**Run 1: metal 1**

Scale: 1.5 px per um. Supply wires on this layer in grey.
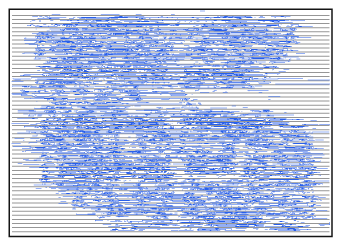
**Run 1: metal 2**

Scale: 1 px per um.
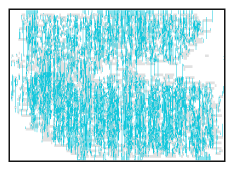
**Run 1: met3 routing**

Scale: 1.5 px per um.
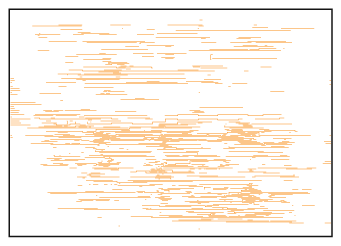
### config.mk
export PLATFORM = sky130hd
export DESIGN_NAME = instruction_prefetch_queue_flat
export DESIGN_NICKNAME = d
export VERILOG_FILES = /design/src/rtl/instruction_prefetch_queue_if.sv /design/src/rtl/instruction_prefetch_queue.sv /design/src/flat_wrapper.sv
export SDC_FILE = /design/constraint.sdc
export NUM_CORES = 1
export LEC_CHECK = 0
export ABC_AREA = 1
export CAP_MARGIN = 15
export CORE_ASPECT_RATIO = 0.7
export CORE_UTILIZATION = 45
export DETAILED_ROUTE_END_ITERATION = 6
export PLACE_DENSITY = 0.75
export SYNTH_ARGS = -nofsm -noshare
export SYNTH_HDL_FRONTEND = slang
export SYNTH_SLANG_ARGS = --single-unit
### constraint.sdc
create_clock -name clk_i -period 3 [get_ports clk_i]
set_input_delay 0.3 -clock clk_i [delete_from_list [all_inputs] [get_ports clk_i]]
set_output_delay 0.3 -clock clk_i [all_outputs]
set_load 0.02 [all_outputs]
### src/rtl/instruction_prefetch_queue_if.sv
// Fetch-side memory port, branch redirect and decode handshake of the prefetch queue.
interface instruction_prefetch_queue_if #(
   parameter int unsigned ADDR_WIDTH = 32
);
   logic                  mem_req;
   logic [ADDR_WIDTH-1:0] mem_addr;
   logic                  mem_ack;
   logic [31:0]           mem_rdata;
   logic                  redirect;
   logic [ADDR_WIDTH-1:0] redirect_target;
   logic                  dec_valid;
   logic                  dec_ready;
   logic [31:0]           dec_instr;
   logic [ADDR_WIDTH-1:0] dec_pc;
   logic                  dec_is_compact;

   modport master (
      output mem_req, mem_addr, dec_valid, dec_instr, dec_pc, dec_is_compact,
      input  mem_ack, mem_rdata, redirect, redirect_target, dec_ready
   );

   modport slave (
      input  mem_req, mem_addr, dec_valid, dec_instr, dec_pc, dec_is_compact,
      output mem_ack, mem_rdata, redirect, redirect_target, dec_ready
   );
endinterface

### src/rtl/instruction_prefetch_queue.sv
// Parcel-based instruction prefetch queue: buffers 16-bit parcels from 32-bit fetches and
// presents whole 16/32-bit instructions (including word-straddling ones) to decode.
module instruction_prefetch_queue #(
   parameter int unsigned           DEPTH      = 4,
   parameter int unsigned           ADDR_WIDTH = 32,
   parameter logic [ADDR_WIDTH-1:0] RESET_PC   = '0
) (
   input  logic                         clk_i,
   input  logic                         rst_ni,
   instruction_prefetch_queue_if.master bus
);
   localparam int unsigned NPARCEL = 2 * DEPTH;
   localparam int unsigned PW      = $clog2(NPARCEL);
   localparam int unsigned CW      = $clog2(NPARCEL + 1);
   localparam logic [ADDR_WIDTH-1:0] WORD_MASK = ~ADDR_WIDTH'(3);
   localparam logic [ADDR_WIDTH-1:0] HALF_MASK = ~ADDR_WIDTH'(1);

   logic [15:0]           ram_q [NPARCEL];
   logic [15:0]           ram_d [NPARCEL];
   logic [PW-1:0]         head_q, head_d, tail_q, tail_d;
   logic [CW-1:0]         count_q, count_d;
   logic [ADDR_WIDTH-1:0] fetch_addr_q, fetch_addr_d;
   logic [ADDR_WIDTH-1:0] head_pc_q, head_pc_d;
   logic                  drop_low_q, drop_low_d;
   logic                  run_q;

   logic [15:0] p0_c, p1_c;
   logic        compact_c, valid_c, room_c, mem_req_c, fill_c, consume_c;
   logic [1:0]  n_in_c, n_out_c;

   // Instruction view of the head parcel(s); pointer arithmetic wraps at the buffer size.
   assign p0_c      = ram_q[head_q];
   assign p1_c      = ram_q[head_q + PW'(1)];
   assign compact_c = (p0_c[1:0] != 2'b11);
   assign valid_c   = compact_c ? (count_q >= CW'(1)) : (count_q >= CW'(2));
   assign room_c    = (CW'(NPARCEL) - count_q) >= CW'(2);

   // run_q holds the request low until the first edge after reset release.
   assign mem_req_c = run_q && room_c && !bus.redirect;
   assign fill_c    = mem_req_c && bus.mem_ack;
   assign consume_c = valid_c && bus.dec_ready && !bus.redirect;

   assign bus.mem_req        = mem_req_c;
   assign bus.mem_addr       = fetch_addr_q;
   assign bus.dec_valid      = valid_c;
   assign bus.dec_instr      = !valid_c ? 32'h0 : (compact_c ? {16'h0, p0_c} : {p1_c, p0_c});
   assign bus.dec_pc         = valid_c ? head_pc_q : '0;
   assign bus.dec_is_compact = valid_c && compact_c;

   always_comb begin
      ram_d        = ram_q;
      head_d       = head_q;
      tail_d       = tail_q;
      count_d      = count_q;
      fetch_addr_d = fetch_addr_q;
      head_pc_d    = head_pc_q;
      drop_low_d   = drop_low_q;
      n_in_c       = 2'd0;
      n_out_c      = 2'd0;

      if (fill_c) begin
         if (drop_low_q) begin
            ram_d[tail_q] = bus.mem_rdata[31:16];
            n_in_c        = 2'd1;
            drop_low_d    = 1'b0;
         end else begin
            ram_d[tail_q]          = bus.mem_rdata[15:0];
            ram_d[tail_q + PW'(1)] = bus.mem_rdata[31:16];
            n_in_c                 = 2'd2;
         end
         fetch_addr_d = fetch_addr_q + ADDR_WIDTH'(4);
      end

      if (consume_c) begin
         n_out_c   = compact_c ? 2'd1 : 2'd2;
         head_pc_d = head_pc_q + (compact_c ? ADDR_WIDTH'(2) : ADDR_WIDTH'(4));
      end

      head_d  = head_q + PW'(n_out_c);
      tail_d  = tail_q + PW'(n_in_c);
      count_d = count_q + CW'(n_in_c) - CW'(n_out_c);

      // Redirect overrides any same-cycle fill or consume.
      if (bus.redirect) begin
         head_d       = '0;
         tail_d       = '0;
         count_d      = '0;
         fetch_addr_d = bus.redirect_target & WORD_MASK;
         head_pc_d    = bus.redirect_target & HALF_MASK;
         drop_low_d   = bus.redirect_target[1];
      end
   end

   always_ff @(posedge clk_i or negedge rst_ni) begin
      if (!rst_ni) begin
         for (int i = 0; i < int'(NPARCEL); i++) ram_q[i] <= '0;
         head_q       <= '0;
         tail_q       <= '0;
         count_q      <= '0;
         fetch_addr_q <= RESET_PC & WORD_MASK;
         head_pc_q    <= RESET_PC & HALF_MASK;
         drop_low_q   <= RESET_PC[1];
         run_q        <= 1'b0;
      end else begin
         ram_q        <= ram_d;
         head_q       <= head_d;
         tail_q       <= tail_d;
         count_q      <= count_d;
         fetch_addr_q <= fetch_addr_d;
         head_pc_q    <= head_pc_d;
         drop_low_q   <= drop_low_d;
         run_q        <= 1'b1;
      end
   end
endmodule

### src/flat_wrapper.sv
// flat-port wrapper written by rule: the top's interface ports become plain ports
module instruction_prefetch_queue_flat 
#(
   parameter int unsigned           DEPTH      = 4,
   parameter int unsigned           ADDR_WIDTH = 32,
   parameter logic [ADDR_WIDTH-1:0] RESET_PC   = '0
)
  (clk_i, rst_ni, bus_mem_req, bus_mem_addr, bus_dec_valid, bus_dec_instr, bus_dec_pc, bus_dec_is_compact, bus_mem_ack, bus_mem_rdata, bus_redirect, bus_redirect_target, bus_dec_ready);
  instruction_prefetch_queue_if #(.ADDR_WIDTH(ADDR_WIDTH)) bus_i ();
  input  logic clk_i;
  input  logic rst_ni;
  output wire logic [$bits(bus_i.mem_req)-1:0] bus_mem_req;
  output wire logic [$bits(bus_i.mem_addr)-1:0] bus_mem_addr;
  output wire logic [$bits(bus_i.dec_valid)-1:0] bus_dec_valid;
  output wire logic [$bits(bus_i.dec_instr)-1:0] bus_dec_instr;
  output wire logic [$bits(bus_i.dec_pc)-1:0] bus_dec_pc;
  output wire logic [$bits(bus_i.dec_is_compact)-1:0] bus_dec_is_compact;
  input wire logic [$bits(bus_i.mem_ack)-1:0] bus_mem_ack;
  input wire logic [$bits(bus_i.mem_rdata)-1:0] bus_mem_rdata;
  input wire logic [$bits(bus_i.redirect)-1:0] bus_redirect;
  input wire logic [$bits(bus_i.redirect_target)-1:0] bus_redirect_target;
  input wire logic [$bits(bus_i.dec_ready)-1:0] bus_dec_ready;
  assign bus_mem_req = bus_i.mem_req;
  assign bus_mem_addr = bus_i.mem_addr;
  assign bus_dec_valid = bus_i.dec_valid;
  assign bus_dec_instr = bus_i.dec_instr;
  assign bus_dec_pc = bus_i.dec_pc;
  assign bus_dec_is_compact = bus_i.dec_is_compact;
  assign bus_i.mem_ack = bus_mem_ack;
  assign bus_i.mem_rdata = bus_mem_rdata;
  assign bus_i.redirect = bus_redirect;
  assign bus_i.redirect_target = bus_redirect_target;
  assign bus_i.dec_ready = bus_dec_ready;
  instruction_prefetch_queue #(.DEPTH(DEPTH), .ADDR_WIDTH(ADDR_WIDTH), .RESET_PC(RESET_PC)) u_core (.clk_i(clk_i), .rst_ni(rst_ni), .bus(bus_i));
endmodule
==> flow_summary.json, run 1 <==
{
  "ys_sh_aoi": 0.232,
  "clkTransAtPathRegs_ps": 60,
  "swShare": 0.488,
  "drv_slew": 0,
  "critPathLaunch": "u_core.head_q[0]",
  "simple_gate_share": 0.250,
  "track_usage": 0.332,
  "gp_congestion": 0.955,
  "port_buffers": 163,
  "cpMostUsedCell": "buf_4",
  "antenna_found_initial": 1,
  "fin_crit_sh": 1.03,
  "grt_remaining_overflow": 0,
  "status": "finished, violations left",
  "crit_chain": "buf_12, clkinv_8, nand2_2, nand3_2, nand2_2, nand2_2, nand2_4, buf_6, nand3b_1, buf_4, buf_12, buf_4, a211oi_2, buf_4, buf_4",
  "pwr_density_cell_nw_per_um2": 959,
  "clockPowerShare": 0.169,
  "place_inst": 2683,
  "worst_path_max_delay_cell": "dfrtp_4",
  "root_buffer": "clkbuf_16",
  "edf_count": 0,
  "grt_pass1_wl_um": 82800,
  "finalClockSkew_ps": 25.3,
  "ys_types": 36,
  "grt_max_degree": 111,
  "r2r_start": "u_core.head_q[0]",
  "fin_ws_ps": -87.9,
  "synth-main-ff-cell": "dfrtp_1",
  "syn_area_per_cell_um2": 6.59,
  "ys_sh_adder": 0.0212,
  "synth_xor_xnor_area_share": 0.0216,
  "hp-class": "in2reg",
  "fp_util": 0.465,
  "most_common_cell": "nand2_1",
  "async_reset_ff_frac": 1.00,
  "synth_area_um2": 14200,
  "p_total_mw": 16.9,
  "yosysWarnings": 0,
  "violations": "setup timing",
  "end_kind": "output port",
  "yosys.stat.seqShare": 0.355,
  "clock_sink_count": 201,
  "combPwrFrac": 0.590,
  "finalHoldViolations": 0,
  "p_int_mw": 8.67,
  "ys_sh_mux": 0.00212,
  "area_delta_synth_final_pct": 24.6,
  "p_leak_nw": 8.32,
  "ff_latch_area_um2": 5030,
  "finalCriticalPeriod_ps": 3090,
  "htree_levels": 1,
  "synth_cells": 2150,
  "cpPeakStageDelay_ps": 470,
  "fp.coreArea_um2": 30500,
  "cts_buffers": 24,
  "common_cells": "550 x nand2_1, 336 x o21ai_0, 270 x inv_1, 201 x dfrtp_1, 186 x nor2_1",
  "path_buffers": 8,
  "netSwitchingPower_mw": 8.26,
  "ant_nets": 0,
  "yosys_cells": 2150,
  "synth.comb.largest_family": "simple AND/OR/NAND/NOR gates",
  "drtPass1Iterations": 6,
  "viasPerCell": 5.83,
  "setup_viol": 18,
  "drc": 0
}
Back to the opening pictures, 'metal 1':
nets with wire on the layer: 2,241
wire length on this layer: 23.3 mm
share of all routed wire: 42%
longest straight run: 116 um
main direction: horizontal
total routed wirelength: 55,700 um
GR Util met1: 0.487
vias: 16,100

Back to the opening pictures, 'metal 2':
longest straight run: 60.7 um
wire length on this layer: 22.8 mm
nets with wire on the layer: 1,935
met2 Use GR: 0.477

Back to the opening pictures, 'met3 routing':
wire length on this layer: 7,630 um
longest straight run: 89.0 um
main direction: horizontal
share of all routed wire: 14%

## run 1: placed cells by master, fill, tap and decap left out, drive strengths merged, types with 18 or more instances in the layout
| cell type | Yosys | layout |
|---|---|---|
| clkdlybuf4s50 | 0 | 98 |
| clkdlybuf4s15 | 0 | 18 |
| nor2 | 193 | 193 |
| xor2 | 26 | 26 |
| dfrtp | 201 | 201 |
| o22ai | 100 | 100 |
| buf | 75 | 115 |
| o21ai | 356 | 356 |
| inv | 277 | 275 |
| nor3 | 21 | 21 |
| a21oi | 122 | 122 |
| nand3 | 89 | 89 |
| clkbuf | 47 | 66 |
| nand2 | 559 | 559 |
## run 1: path summary, 6_finish.rpt
path	endpoint	slack (ps)	depth (start not counted)
setup reg to reg	u_core.count_q[3]	-50	20
min in group asynchronous	u_core.ram_q[61]	410	2
max in group asynchronous	u_core.head_pc_q[21]	1680	3
setup / recovery	bus_dec_instr[30]	-90	15
hold reg to reg	u_core.head_pc_q[15]	530	2
hold / removal	u_core.count_q[0]	370	3
## run 1: power groups by stage
stage,Sequential [mW],Combinational [mW],Clock [mW]
2_1_floorplan,3.99,5.55,0
3_3_place_gp,4.04,8.89,0
3_5_place_dp,4.07,9.06,0
4_1_cts,4.04,9.08,2.89
5_1_grt,4.15,10.8,2.99
6_report,4.08,9.98,2.87
## run 1: flip-flops by register name (all words and copies together) (netlist names)
name                 cells
u_core.ram_q           128
u_core.head_pc_q        31
u_core.bus.mem_addr     30
u_core.count_q           4
u_core.head_q            3
u_core.tail_q            3
u_core.drop_low_q        1
u_core.run_q             1
## run 1: through the flow
step / setup TNS (ps) / instance area [um^2] / hold slack, ps
2_1_floorplan: 0 / 14200 / 4.41
3_3_place_gp: -7.78 / 16400 / 443
3_5_place_dp: -8.09 / 16400 / 439
4_1_cts: -44.0 / 17300 / 355
5_1_grt: -3870 / 17700 / 367
6_report: -514 / 17700 / 372
## run 1: per-layer routing
metal	GRT usage	share of wire	vias up
met2	0.477	0.41	1098
met4	0.100	0.035	2
met5	0	0.00023	-
met3	0.0838	0.14	190
met1	0.487	0.42	7396
li1	-	-	7378
## run 1: layout make-up
| cell class | instances | area share |
|---|---|---|
| Clock inverter | 9 | 0.00255 |
| Sequential cell | 201 | 0.285 |
| Tap cell | 412 | 0.0292 |
| Inverter | 277 | 0.0602 |
| Timing Repair Buffer | 268 | 0.141 |
| Clock buffer | 35 | 0.0398 |
| Multi-Input combinational cell | 1552 | 0.441 |
| Timing Repair inverter | 1 | 0.000921 |
## run 1: tightest hold or removal path: stages
cell and delay [ps]:
buf_2 120, buf_4 290, nor2_1 160
## run 1: repair_timing
item	CTS	global route
setup endpoints to repair	66	47
pin swaps	5	11
gates cloned	1	4
hold endpoints to repair	89	0
gates resized	142	156
hold buffers	1	0
buffers inserted	4	18
**Run 1: the metal 4 layer**

Scale: 1.5 px per um. Supply wires on this layer in grey.
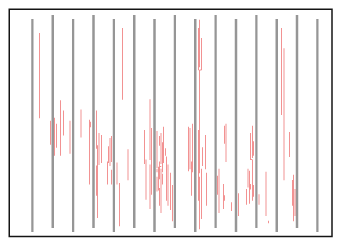

==> run 2: changes to the inputs <==
- CORE_MARGIN: default -> 3
- CORE_UTILIZATION: 45 -> 51
- PLACE_DENSITY: 0.75 -> 0.83
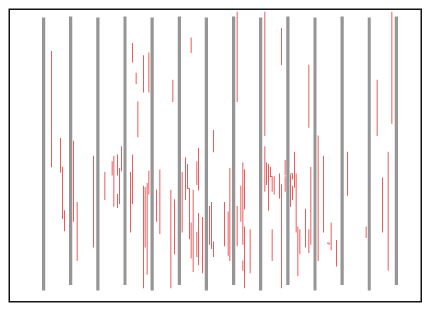
**Above:** run 2 (the metal 4 layer).
Scale: 2 px per um. Supply wires on this layer in grey.
share of all routed wire: 3.8%
wire length on this layer: 2,110 um
longest straight run: 62.6 um
main direction: vertical
nets with wire on the layer: 65

==> run 2 against run 1 <==
The flow finishes with violations (DRC, setup timing). Total power down 0.52%. Register-to-register slack worse by 20 ps. Wire length down 0.17%. Worst setup slack improved by 20 ps. Hold slack got worse by 24 ps. Final area is 1.3% lower. Cell count down 2.4%. Critical path type is now reg2reg. Global-route usage rose by 2.5 points.
==> flow_summary.json, run 2 <==
{
  "finalCriticalPeriod_ps": 3070,
  "worstPathRequired_ps": 3470,
  "common_cells": "550 x nand2_1, 336 x o21ai_0, 270 x inv_1, 201 x dfrtp_1, 186 x nor2_1",
  "dr_wl_met3_um": 9200,
  "yosysChipArea_um2": 14200,
  "end_kind": "flop",
  "fin_ws_ps": -68.0,
  "layout_top_cell": "nand2_1",
  "fp.coreArea_um2": 27000,
  "drv_slew": 0,
  "port_buffers": 163,
  "drive_above_1_share": 0.0942,
  "p_leak_nw": 8.60,
  "htree_levels": 1,
  "ir_drop_uv": 997,
  "finalClockSkew_ps": 23.5,
  "drtPass1Iterations": 7,
  "status": "finished, violations left",
  "pwr_density_cell_nw_per_um2": 966,
  "yosysWarnings": 0,
  "async_reset_ff_frac": 1.00,
  "worst_ep_arrival_time_ps": 3540,
  "cts_buffers": 23,
  "ys_types": 36,
  "whs_ps": 348,
  "met2_length_um": 22400,
  "drc": 14,
  "root_buffer": "clkbuf_16",
  "fp_util": 0.524,
  "m1WireLength_um": 21900,
  "critPathLaunchType": "flop",
  "area_delta_synth_final_pct": 23.0,
  "max_clock_freq_mhz": 326,
  "synth-main-ff-cell": "dfrtp_1",
  "grt_max_degree": 111,
  "fin_crit_sh": 1.02,
  "clock_sink_count": 201,
  "gp_congestion": 0.974,
  "drt_iter0_drc": 2401,
  "largest_reg_flops": 128,
  "synth_top_area_share": 0.355,
  "clkTransAtPathRegs_ps": 70,
  "viasPerCell": 6.07,
  "ant_nets": 0,
  "post-route-util": 0.645,
  "setup_viol": 3,
  "dieHeight_um": 145,
  "most_common_cell": "nand2_1",
  "final_cell_mix": "545 x nand2_1, 330 x o21ai_0, 264 x inv_1, 200 x dfrtp_1, 181 x nor2_1",
  "num_rows": 50,
  "violations": "DRC, setup timing",
  "top_register": "u_core.ram_q",
  "wl_per_cell_um": 20.7,
  "grt_pass1_wl_um": 84200,
  "track_usage": 0.357,
  "antenna_found_initial": 1,
  "finalHoldViolations": 0,
  "edf_count": 0,
  "grt_remaining_overflow": 0,
  "synth_cells": 2150,
  "syn_area_per_cell_um2": 6.59,
  "top_layer": "met4",
  "wl_um": 55600,
  "yosys.stat.seqShare": 0.355,
  "synth_area_um2": 14200,
  "synth_area_leader_cell": "dfrtp_1",
  "tightest_slew_ps": 838,
  "vias": 16300,
  "path_max_fanout": 16,
  "hp-class": "in2async",
  "yosys_cells": 2150
}
-- run 2: cell counts after synthesis --
No cell type changed its count.
-- run 2: where the power goes --
part	switching (mW)	internal, mW	total, mW
Sequential	0.635	3.44	4.07
Combinational	6.24	3.58	9.83
Clock	1.26	1.69	2.95
-- run 2: stage by stage --
stage | cell area, um^2 | setup WS (ps) | setup TNS [ps] | power (mW) | cells
floorplan | 14200 | 17.3 | 0 | 9.54 | 2152
global placement | 16300 | 3.60 | 0 | 12.8 | 2633
detailed placement | 16300 | -30.8 | -30.8 | 13.1 | 2633
CTS | 17200 | -147 | -4780 | 16.3 | 2683
global route | 17400 | -273 | -369 | 17.8 | 2689
finish | 17400 | -68.0 | -76.1 | 16.8 | 2689
-- run 2: logic make-up (layout without fill, tap and decap cells) --
family | count (synthesis) | after routing | synth area share
xor+xnor | 35 | 35 | 0.0216
fa+ha+maj | 21 | 21 | 0.0212
simple gates | 877 | 877 | 0.250
compound gates | 612 | 612 | 0.232
buf+inv | 399 | 571 | 0.117
flops | 201 | 201 | 0.355
other cells | 2 | 5 | 0.000530
mux | 3 | 3 | 0.00212
-- run 2: metal layers --
layer | global-route usage | up-vias
met1 | 0.506 | 7502
li1 | - | 7357
met4 | 0.117 | 0
met2 | 0.499 | 1261
met5 | 0 | -
met3 | 0.141 | 208
-- run 2: repair_timing --
item                                   in CTS  in global routing
pin swaps                                   6                  9
hold buffers                                1                  0
gates cloned                                1                  2
buffers inserted                            6                  3
setup endpoints to repair                  64                 88
resized                                   106                102
endpoints found under the hold margin      67                  0
-- run 2: path summary, 6_finish.rpt --
path / from / to / slack [ps] / depth (start not counted)
worst max-delay path: u_core.head_q[0] / u_core.count_q[3] / -70 / 18
worst min-delay path: rst_ni / u_core.bus.mem_addr[23] / 350 / 2
worst max register to register: u_core.head_q[0] / u_core.count_q[3] / -70 / 18
worst min register to register: u_core.head_pc_q[14] / u_core.head_pc_q[14] / 540 / 2
max in group asynchronous: rst_ni / u_core.ram_q[71] / 1810 / 3
min in group clk_i: bus_redirect / u_core.head_q[0] / 360 / 3
-- run 2: worst max-delay path: stages, from the launching register on --
cell	delay (ps)
dfrtp_4	510
buf_12	170
nand2_1	70
nand3_1	70
nand2_1	80
nand2_1	90
nand2_2	130
nand3_2	90
nand2_2	130
inv_2	50
nand4_1	90
inv_2	70
fa_1	520
inv_2	50
ha_1	300
a21o_1	190
a21oi_2	140
o21ai_0	110
a21oi_1	170
-- run 2: layout make-up --
type,instances,area [um^2],share of cell area
multi-input combinational,1552,7640,0.438
sequential,201,5030,0.289
clock buffer,31,646,0.0370
inverter,277,1050,0.0602
clock inverter,11,115,0.00660
tap,364,455,0.0261
timing repair buffer,252,2490,0.143
antenna,1,2.50,0.000144
No activity file was given, so power comes from the tool's default toggle rates.
